Figure 1. Metal 4 (run 1).
(2 px per micron) Supply wires on this layer in grey.
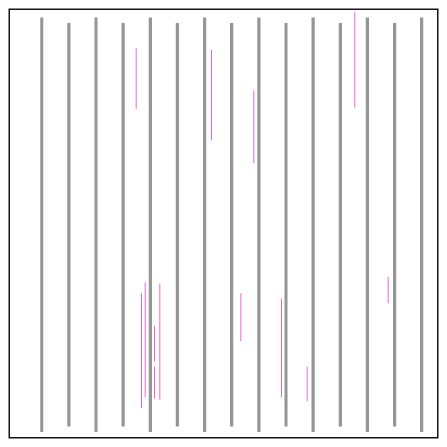
Figure 2. Where the registers sit (run 1).
(2 px per micron) Other sequential cells in the stronger grey, the rest of the logic in the fainter grey.
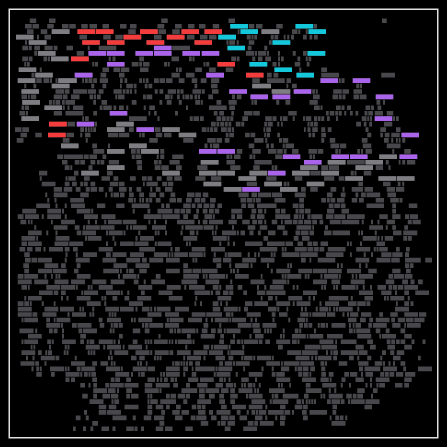
Figure 3. Met1 routing (run 1).
(3 px per micron) Supply wires on this layer in grey.
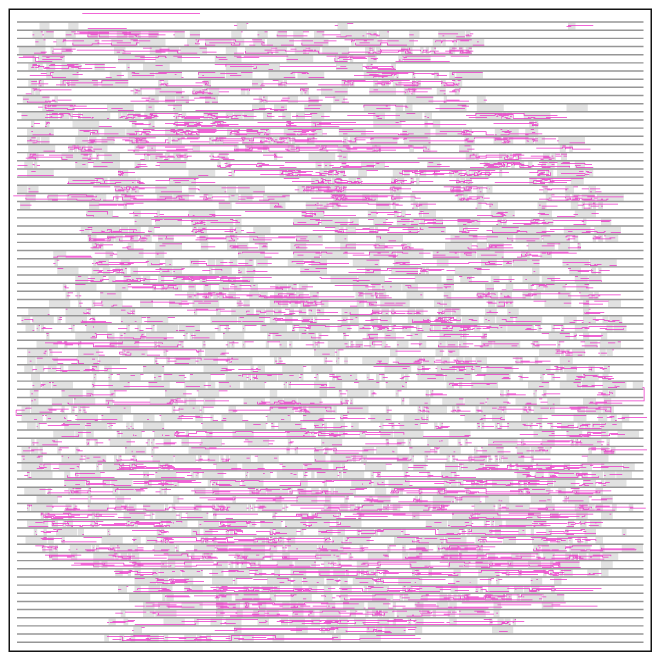
Figure 4. Wiring by layer (run 1).
(2 px per micron) Two of the layers only.
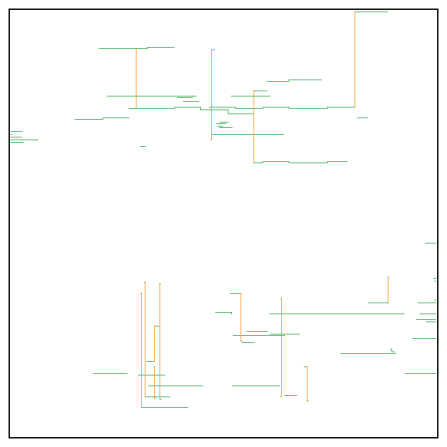
==> config.mk <==
export PLATFORM = sky130hd
export DESIGN_NAME = fir_band_mac_flat
export DESIGN_NICKNAME = d
export VERILOG_FILES = /design/src/rtl/fir_band_mac_if.sv /design/src/rtl/fir_band_mac.sv /design/src/flat_wrapper.sv
export SDC_FILE = /design/constraint.sdc
export NUM_CORES = 1
export LEC_CHECK = 0
export CAP_MARGIN = 40
export CELL_PAD_IN_SITES_DETAIL_PLACEMENT = 0
export CELL_PAD_IN_SITES_GLOBAL_PLACEMENT = 1
export CORE_MARGIN = 2
export CORE_UTILIZATION = 35
export DETAILED_ROUTE_END_ITERATION = 7
export PLACE_DENSITY_LB_ADDON = 0.1
export SYNTH_ARGS = -nofsm -noshare
export SYNTH_HDL_FRONTEND = slang
export SYNTH_SLANG_ARGS = --single-unit
==> constraint.sdc <==
create_clock -name clk -period 3.9 [get_ports clk]
set_input_delay 0.78 -clock clk [delete_from_list [all_inputs] [get_ports clk]]
set_output_delay 0.78 -clock clk [all_outputs]
set_load 0.01 [all_outputs]
==> run summary <==
Post-synth cell types -> 59
Max-cap violations -> 0
Mean Syn Cell Area -> 9.48 sq um
Routed Antenna Nets -> 0
Status -> complete, but fails checks
Most frequent logic cells in the routed design -> inv_1 (262), fa_1 (233), buf_4 (157)
CTS tree -> yes
Initial cell density of the core -> 35.6%
Hold/Removal Path Class -> in2async
Clock latency on the worst-skew pair -> 0.36 ns
Max Root-Sink Buffers -> 2
CP dominant cell by count -> fa_1
Fin. Hold Viols -> 0
I/O Buffers -> 62
Flop2flop setup slack -> 0.53 ns
Worst-path clk slew -> 0.07 ns
First-pass DRT Iterations -> 4
CTS sink cnt -> 106
Failing checks -> setup timing
# setup viols final -> 25
H-tree depth -> 3
Cell Chain, Critical Path -> buf_6 -> buf_6 -> buf_6 -> and2_4 -> fa_1 -> inv_1 -> fa_1 -> fa_1 -> inv_1 -> fa_1 -> fa_1 -> inv_1 -> fa_1 -> inv_2 -> ha_4 -> a21o_1 -> a21o_1 -> a21oi_2 -> o21ai_4 -> a41o_1 -> o311a_1 -> or3_1 -> a31o_1
R2R depth -> 10
Clk_skew -> 0.00606 ns
Worst setup margin -> -2.17 ns
Placed cell area -> 0.0183 sq mm
Fin crit share -> 156%
Vias per inst -> 4.72
DR DRC count -> 0
Fillers -> 4,284
Back to the opening pictures, Figure 1:
wire length on this layer: 467 microns
nets with wire on the layer: 12
share of all routed wire: 1.2%
Routed WL: 38,600 microns
vias post-DR: 11,600

Back to the opening pictures, Figure 2:
legend:
  red:
    netlist_name: `u_core.bus.smpl_out`
    placed_flops: 16
  cyan:
    netlist_name: `u_core.tap_cnt_q`
    placed_flops: 11
  purple:
    netlist_name: `u_core.accum_q`
    placed_flops: 31
    where: a horizontal strip, top
Seq/total area: 13.4%
storage element area: 0.00266 sq mm
post-layout util: 46.0%

Back to the opening pictures, Figure 3:
main direction: horizontal
share of all routed wire: 44%
grt met1 use: 24.0%

Back to the opening pictures, Figure 4:
legend:
  green:
    layer: met3
    wire_length: 862 microns
  orange:
    layer: met4
    wire_length: 467 microns
Total GRT Usage: 18.6%
wire per inst: 15.7 microns

==> run 1: per-stage QoR <==
stage / setup TNS [ns] / hold slack [ns] / setup WS, ns / cells
after floorplan: -37.66 / 0.352 / -2.29 / 1619
after global placement: -61.50 / 0.471 / -3.03 / 2396
after detailed placement: -61.84 / 0.477 / -3.06 / 2398
after CTS: -41.80 / 0.486 / -2.21 / 2464
after global routing: -44.11 / 0.515 / -2.34 / 2466
final: -40.00 / 0.460 / -2.17 / 2466
==> run 1: what timing repair did <==
item                       in CTS  in global routing
gates resized                 286                114
gates cloned                    3                  1
pin swaps                     143                 82
hold endpoints to repair        0                  0
setup buffers                  49                 13
hold buffers                    0                  0
setup endpoints to repair      26                 26
==> run 1: cells in the mapped netlist (4+ instances only) <==
| master | instances | area share (%) |
|---|---|---|
| inv_1 | 303 | 7.4 |
| fa_1 | 257 | 34 |
| nand2_1 | 155 | 3.8 |
| and2_1 | 121 | 4.9 |
| ha_1 | 117 | 9.5 |
| dfrtp_1 | 106 | 17 |
| nor2_1 | 76 | 1.9 |
| a21oi_1 | 74 | 2.4 |
| clkbuf_1 | 50 | 1.2 |
| xnor2_1 | 44 | 2.5 |
| o21ai_0 | 43 | 1.4 |
| mux2_2 | 39 | 2.9 |
| xor2_1 | 27 | 1.5 |
| mux2i_1 | 24 | 1.6 |
| nand3_1 | 23 | 0.75 |
| a21o_1 | 18 | 0.88 |
| nand2b_1 | 12 | 0.49 |
| o21bai_1 | 10 | 0.49 |
| a31oi_1 | 9 | 0.37 |
| and3_1 | 9 | 0.37 |
| nor2b_1 | 9 | 0.37 |
| nor3_1 | 9 | 0.29 |
| or3_1 | 8 | 0.33 |
| a211oi_1 | 6 | 0.29 |
| a22oi_1 | 5 | 0.24 |
| o211ai_1 | 5 | 0.24 |
| nand4_1 | 4 | 0.16 |
| o21a_1 | 4 | 0.20 |
==> run 1: worst max-delay path: cells and delay by family <==
family | cells | cell delay, ns
AND-OR/OR-AND | 7 | 1.39
adder cells (fa/ha/maj) | 7 | 3.17
buffers and inverters | 7 | 0.52
AND/OR/NAND/NOR | 2 | 0.47
==> run 1: layer usage <==
metal / up-vias / wire length (microns) / share of wire (%)
li1: 5585 / - / -
met1: 5916 / 17100 / 44
met4: 0 / 466 / 1.2
met2: 102 / 20200 / 52
met5: - / 0 / 0
met3: 27 / 861 / 2.2
==> run 1: kinds of logic after synthesis <==
kind of cell    count (synthesis)  share of synthesized area (%)
flops                         106                           17.3
fa+ha+maj                     374                           43.0
buf+inv                       358                           8.75
mux                            63                           4.42
xor+xnor                       71                           4.05
simple gates                  440                           14.0
compound gates                207                           8.43
==> run 1: layout make-up <==
| cell class | count | share of cell area [%] |
|---|---|---|
| multi-input combinational | 1155 | 61.4 |
| timing repair buffer | 300 | 14.3 |
| sequential | 106 | 13.4 |
| inverter | 305 | 5.78 |
| tap | 585 | 3.69 |
| clock buffer | 12 | 1.29 |
| clock inverter | 3 | 0.120 |
